==> config.mk <==
export PLATFORM = sky130hd
export DESIGN_NAME = time_keeper
export DESIGN_NICKNAME = d
export VERILOG_FILES = /design/src/rtl/time_keeper_pkg.sv /design/src/rtl/sec_prescaler.sv /design/src/rtl/time_keeper.sv
export SDC_FILE = /design/constraint.sdc
export NUM_CORES = 1
export LEC_CHECK = 0
export CAP_MARGIN = 15
export CORE_MARGIN = 1.5
export CORE_UTILIZATION = 43
export CTS_CLUSTER_DIAMETER = 30
export CTS_CLUSTER_SIZE = 40
export DETAILED_ROUTE_END_ITERATION = 8
export GPL_TIMING_DRIVEN = 0
export PLACE_DENSITY_LB_ADDON = 0.05
export SETUP_SLACK_MARGIN = 0.05
export SLEW_MARGIN = 10
export SYNTH_ARGS = -nofsm -noshare
export SYNTH_HDL_FRONTEND = slang
export SYNTH_SLANG_ARGS = --single-unit
==> constraint.sdc <==
create_clock -name CLK -period 1.75 [get_ports CLK]
set_input_delay 0.2625 -clock CLK [delete_from_list [all_inputs] [get_ports CLK]]
set_output_delay 0.2625 -clock CLK [all_outputs]
set_load 0.01 [all_outputs]
==> src/rtl/time_keeper_pkg.sv <==
// Shared clock definitions: UI mode codes, time field limits, FSM state codes
// and a field clamp helper used when loading edited time.
package time_keeper_pkg;

  localparam logic [3:0] MODE_TIME      = 4'b0000;
  localparam logic [3:0] MODE_TIME_SET  = 4'b0001;
  localparam logic [3:0] MODE_ALARM     = 4'b0010;
  localparam logic [3:0] MODE_STOPWATCH = 4'b0100;
  localparam logic [3:0] MODE_ALARM_SET = 4'b1000;

  localparam logic [6:0] SEC_MAX  = 7'd59;
  localparam logic [6:0] MIN_MAX  = 7'd59;
  localparam logic [6:0] HOUR_MAX = 7'd11;

  localparam logic [1:0] StRun  = 2'd0;
  localparam logic [1:0] StSet  = 2'd1;
  localparam logic [1:0] StLoad = 2'd2;

  // Out-of-range edited values load as zero rather than saturating.
  function automatic logic [6:0] clamp_field(input logic [6:0] val, input logic [6:0] max_val);
    return (val > max_val) ? 7'd0 : val;
  endfunction

endpackage

==> src/rtl/sec_prescaler.sv <==
// Divides the system clock down to a one-per-second tick; shared with the stopwatch.
// TICK is combinational and high in the cycle the counter sits at its terminal value.
module sec_prescaler #(
  parameter int unsigned CLK_DIV = 1000
) (
  input  logic CLK,
  input  logic RESET,
  input  logic EN,
  input  logic CLR,
  output logic TICK
);

  localparam int unsigned CntW = (CLK_DIV > 1) ? $clog2(CLK_DIV) : 1;
  localparam logic [CntW-1:0] Term = CntW'(CLK_DIV - 1);

  logic [CntW-1:0] cnt_d, cnt_q;

  always_comb begin
    cnt_d = cnt_q;
    TICK  = 1'b0;
    if (CLR) begin
      cnt_d = '0;
    end else if (EN) begin
      if (cnt_q == Term) begin
        cnt_d = '0;
        TICK  = 1'b1;
      end else begin
        cnt_d = cnt_q + CntW'(1);
      end
    end
  end

  always_ff @(posedge CLK) begin
    if (RESET) cnt_q <= '0;
    else       cnt_q <= cnt_d;
  end

endmodule

==> src/rtl/time_keeper.sv <==
// 12-hour time-of-day counter: counts in RUN, freezes in SET, and loads the
// edited time through a single LOAD cycle when time-set mode is left.
module time_keeper
  import time_keeper_pkg::*;
#(
  parameter int unsigned CLK_DIV  = 1000,
  parameter logic [3:0]  SET_MODE = MODE_TIME_SET
) (
  input  logic       CLK,
  input  logic       RESET,
  input  logic [3:0] MODE,
  input  logic       SET_MERIDIEM,
  input  logic [6:0] SET_HOUR,
  input  logic [6:0] SET_MIN,
  input  logic [6:0] SET_SEC,
  output logic       MERIDIEM,
  output logic [6:0] HOUR,
  output logic [6:0] MIN,
  output logic [6:0] SEC,
  output logic       TICK,
  output logic       HALFDAY
);

  logic [1:0] state_d, state_q;
  logic       meridiem_d, meridiem_q;
  logic [6:0] hour_d, hour_q, min_d, min_q, sec_d, sec_q;
  logic       tick_d, tick_q, halfday_d, halfday_q;
  logic       ps_en, ps_tick;

  assign ps_en = (state_q == StRun);

  sec_prescaler #(
    .CLK_DIV(CLK_DIV)
  ) u_prescaler (
    .CLK  (CLK),
    .RESET(RESET),
    .EN   (ps_en),
    .CLR  (~ps_en),
    .TICK (ps_tick)
  );

  always_comb begin
    state_d    = state_q;
    meridiem_d = meridiem_q;
    hour_d     = hour_q;
    min_d      = min_q;
    sec_d      = sec_q;
    tick_d     = 1'b0;
    halfday_d  = 1'b0;
    case (state_q)
      StRun: begin
        if (MODE == SET_MODE) state_d = StSet;
        // A terminal-cycle tick is still taken when SET is requested alongside it.
        if (ps_tick) begin
          tick_d = 1'b1;
          if (sec_q < SEC_MAX) begin
            sec_d = sec_q + 7'd1;
          end else begin
            sec_d = 7'd0;
            if (min_q < MIN_MAX) begin
              min_d = min_q + 7'd1;
            end else begin
              min_d = 7'd0;
              if (hour_q < HOUR_MAX) begin
                hour_d = hour_q + 7'd1;
              end else begin
                hour_d     = 7'd0;
                meridiem_d = ~meridiem_q;
                halfday_d  = 1'b1;
              end
            end
          end
        end
      end
      StSet: begin
        if (MODE != SET_MODE) state_d = StLoad;
      end
      StLoad: begin
        meridiem_d = SET_MERIDIEM;
        hour_d     = clamp_field(SET_HOUR, HOUR_MAX);
        min_d      = clamp_field(SET_MIN, MIN_MAX);
        sec_d      = clamp_field(SET_SEC, SEC_MAX);
        state_d    = (MODE == SET_MODE) ? StSet : StRun;
      end
      default: state_d = StRun;
    endcase
  end

  always_ff @(posedge CLK) begin
    if (RESET) begin
      state_q    <= StRun;
      meridiem_q <= 1'b0;
      hour_q     <= 7'd0;
      min_q      <= 7'd0;
      sec_q      <= 7'd0;
      tick_q     <= 1'b0;
      halfday_q  <= 1'b0;
    end else begin
      state_q    <= state_d;
      meridiem_q <= meridiem_d;
      hour_q     <= hour_d;
      min_q      <= min_d;
      sec_q      <= sec_d;
      tick_q     <= tick_d;
      halfday_q  <= halfday_d;
    end
  end

  assign MERIDIEM = meridiem_q;
  assign HOUR     = hour_q;
  assign MIN      = min_q;
  assign SEC      = sec_q;
  assign TICK     = tick_q;
  assign HALFDAY  = halfday_q;

endmodule

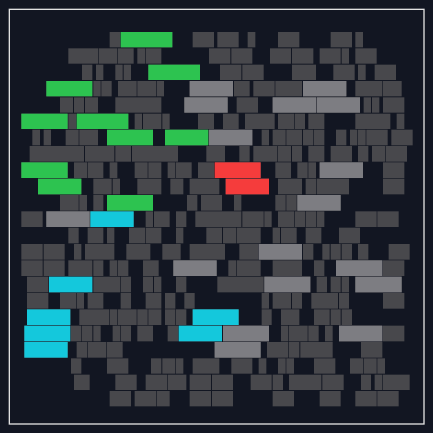
flops_by_reg.png
Drawn at 6 px/um. Other sequential cells in the stronger grey, the rest of the logic in the fainter grey.
legend:
  u_prescaler.cnt_q:
    colour: green
    flops: 10
  SEC:
    colour: cyan
    flops: 7
    where: lower left
  state_q:
    colour: red
    flops: 2
not coloured: 17
Flop area: 748.2 sq um
register share of the cell area: 0.2686

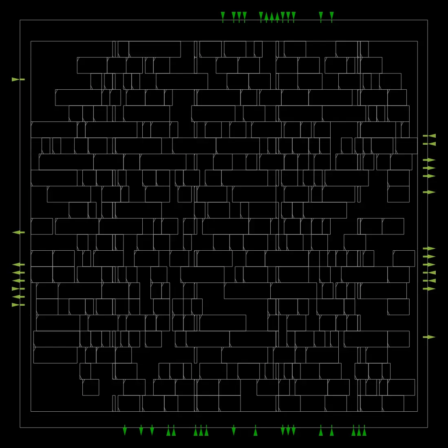
placement.png
# Taps: 50
registers: 36
fin util: 0.6816
Placement Rows: 23
Post-Layout Cell Count: 345

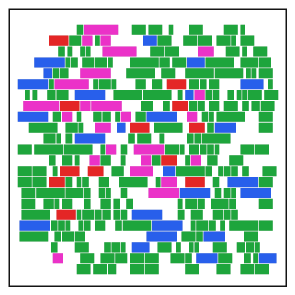
sizes.png
Drawn at 4 px/um.
legend:
  _2 cells:
    colour: blue
    cells: 25
    share: 8.5%
  _6 and larger:
    colour: red
    cells: 12
    share: 4.1%
  _3 and _4 cells:
    colour: magenta
    cells: 24
    share: 8.1%
  _0 and _1 cells:
    colour: green
    cells: 234
    share: 79%
Finished Cell Area: 0.002785 sq mm
Area Growth Syn to Fin: 49.30%
non-clock buffer count: 70
Final WS setup: 0.07527 ns

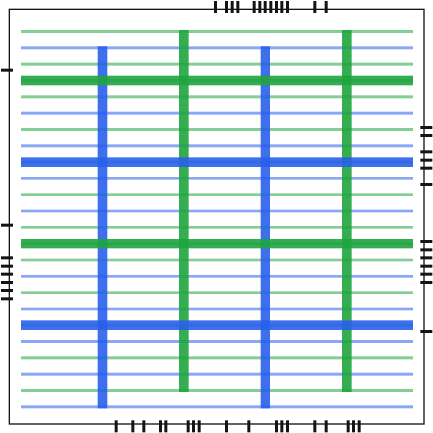
power_grid.png
Drawn at 6 px/um. Pins as bars on the die edge.
legend:
  VDD:
    colour: green
  VSS:
    colour: blue
met4 straps: 4
met5 straps: 4
signal pins: 52
rows: 23
met1 rails: 24
VDD IR max: 626.1 uV
Core ar.: 0.004086 sq mm
Die Y: 68.87 um

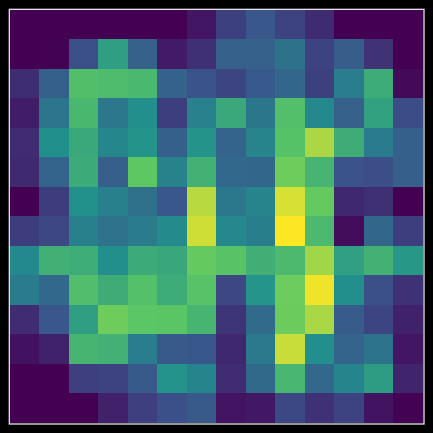
metal_density.png
Drawn at 6 px/um. The die is cut into 14 by 14 equal tiles; dark purple is low, yellow is high, scaled to the fullest tile. Values are wire area over tile area, all layers added.
mean over tiles: 0.16
fullest tile: 0.42
densest ninth of the die: centre
nearly empty tiles: 10%
tiles over half the peak: 31%
total wire length: 4763 um
GRT Total Usage: 0.2127
Routed WL per cell: 13.81 um
vias: 1,883

==> job_summary.md <==
### Flow metrics

| Metric | Value |
|---|---|
| Clock Root Buffer | clkbuf_8 |
| Reg2Reg Launch Point | u_prescaler.cnt_q[7] |
| Cells after Synth | between 200 and 250 |
| Final antenna diode count | 0 |
| RSZ-0062 raised after global routing | true |
| Full die area | 0.004742 sq mm |
| First-pass GRT wire length | 7493 um |
| YS warnings | 0 |
| Final period util | 0.9570 |
| Lkg Pwr | between 1 and 1.5 nW |
| YS chip area | between 0.0015 and 0.002 sq mm |
| Worst R2R Setup Slack | 0.08 ns |
| Status | complete, no violations |
| # DRC | 0 |
| Most numerous logic cell after layout | clkdlybuf4s50_1 |
| Yosys cell count | 225 |
| Post-synth ARST share | 0 |
| Synthesized area | 0.001866 sq mm |
| Slew Viols, Final | 0 |
| Tmin final | 1.675 ns |
| Initial antenna violation count | 0 |
| Die width | 68.87 um |
| Routed vias/inst | 5.458 |
| Crit path max-delay family | simple AND/OR/NAND/NOR gates |
| Synth unique cells | 39 |
| Max clock buf depth | 2 |
| H-tree Lvls | 2 |
| GRT Residual Overflow | 0 |
| Crit path DRT | 1.96 ns |
| Post-synthesis area per instance | 8.291 sq um |
| Worst Reg-to-Reg Cells | 6 |
| Min-delay src | RESET |
| MI comb area | 0.001175 sq mm |
| Share of cells above drive strength 1 | 0.2068 |
| Worst r2r dst | SEC[1] |
| Count of input and output buffers | 50 |
| Crit end category | flip-flop |
| Seq share, synth | 0.3863 |
| Hold worst-path end | HOUR[0] |
| Initial DRC Count | 82 |
| Num ports | 52 |
| Achievable frequency | 597.1 MHz |
| Crit Path Max Fanout | 8 |
| Setup_tns | 0 ns |
| Startpoint type of the worst setup path | flip-flop |
| Clk_skew | between 0.004 and 0.005 ns |
| Synthesized Nets | 257 |
| Buf/Inv on CP | 1 |
| Most frequent cells in the layout | clkdlybuf4s50_1, nor2_1, dfxtp_1, a21oi_1 |
| Antenna Nets Post-Route | 0 |
| Max_cap viols | 0 |
| Largest net degree at the start of global routing | 11 |
| Number of fill cells | 350 |
| Top FF cell, synth | dfxtp_1 |
| Flip-flops with a built-in enable | 0 |
| Pwr dens | between 500 and 600 mW/mm^2 |
| Number of global-route vias before repair | 1,739 |
| Floorplan utilization | 0.4565 |
| Final hold violations | 0 |
| Crit path largest cell delay | 0.56 ns |
| Post-synth regs | 36 |
| Total iterations of the first detailed-routing run | 4 |
| Nets@finish | 327 |
| Count of tool warnings | 29 |
| Setup CP Type | reg -> reg |
| WP data arrival | around 1.9 ns |
| HP Class | in -> reg |
| Skew-Pair Late Insertion Delay | approximately 0.30 ns |
| RePlAce Congestion | 0.7860 |
| Worst hold stages | 2 |
| Worst-margin pin slew | 0.5593 ns |
| Final setup viols | 0 |
| Clock sinks | 36 |
| Cell breakdown of the critical path | nand4_4 -> or4_4 -> a21oi_4 -> buf_6 -> nor2_1 -> a211oi_1 |
| TritonCTS buffer count | 5 |
| Clk slew on worst S/H paths | 0.07 ns |
| TritonCTS clock tree | done |
| Dpl hpwl | 3333 um |
| Slowest cell on crit path | or4_4 |
| Max-slew headroom | 0.6272 |
## repair_timing
action / in CTS / in global routing
setup endpoints to repair: 21 / 22
hold buffers: 0 / 0
resized: 17 / 25
pin swaps: 9 / 6
buffers inserted: 11 / 2
## flip-flops by register name, summed over array words and instances (netlist names)
register	cells
u_prescaler.cnt_q	10
HOUR	7
MIN	7
SEC	7
state_q	2
HALFDAY	1
MERIDIEM	1
TICK	1
## kinds of logic after synthesis
family / synth area share
AOI/OAI and AO/OA: 0.2348
DFF: 0.3863
buffers and inverters: 0.04158
and+or+nand+nor: 0.2542
xor gates and xnor gates: 0.05634
adders and majority gates: 0.02683
## cell type report
type | instances | area share
Buffer | 7 | 0.01887
Clock buffer | 7 | 0.03459
Inverter | 12 | 0.01617
Multi-Input combinational cell | 170 | 0.4218
Sequential cell | 36 | 0.2686
Tap cell | 50 | 0.02246
Timing Repair Buffer | 63 | 0.2174
## routing by layer
layer / global-route usage / share of wire
met3: 0.06494 / 0.045
met5: 0 / 0
met2: 0.3642 / 0.48
met1: 0.2525 / 0.46
met4: 0.07108 / 0.012
## cell usage after synthesis, types with 3 or more instances
cell type	instances	area share
a21oi_1	20	0.054
a221oi_1	3	0.014
xor2_1	4	0.019
inv_1	12	0.024
nor3b_1	5	0.020
and3_1	7	0.023
nor3_1	7	0.019
a22oi_1	3	0.012
nand2_1	11	0.022
a211oi_1	8	0.032
or4_1	3	0.012
xnor2_1	8	0.038
nor2_1	28	0.056
nand3_1	13	0.035
o211ai_1	3	0.012
ha_1	4	0.027
clkbuf_1	4	0.0080
nand2b_1	3	0.010
o32a_1	4	0.021
dfxtp_1	36	0.39
o21ai_0	17	0.046
## power by group
part,leakage [nW],internal (mW),switching [mW]
Sequential,0.299,0.823,0.00899
Combinational,0.689,0.0770,0.0525
Clock,0.0503,0.350,0.297
## through the flow
step / power, mW / cell area, sq um / setup WS, ns / hold slack (ns) / cells
2_1_floorplan: 0.8926 / 1892 / 0.04284 / 0.4155 / 225
3_3_place_gp: 0.9690 / 2455 / -0.2323 / 0.4286 / 325
3_5_place_dp: 0.9703 / 2455 / -0.2214 / 0.4374 / 325
4_1_cts: 1.614 / 2693 / 0.02087 / 0.4104 / 343
5_1_grt: 1.672 / 2785 / -0.01551 / 0.4461 / 345
6_report: 1.609 / 2785 / 0.07527 / 0.3935 / 345
## how the worst max path moves through the flow
stage / from / to / slack (ns) / depth (start not counted)
6_report: u_prescaler.cnt_q[7] / SEC[1] / 0.08 / 6
5_1_grt: MIN[2] / MIN[3] / -0.02 / 5
4_1_cts: state_q[0] / MIN[3] / 0.02 / 5
3_5_place_dp: state_q[0] / MIN[3] / -0.22 / 5
3_3_place_gp: state_q[0] / MIN[3] / -0.23 / 5
2_1_floorplan: SEC[0] / MERIDIEM / 0.04 / 5
No activity file was given, so power comes from the tool's default toggle rates.
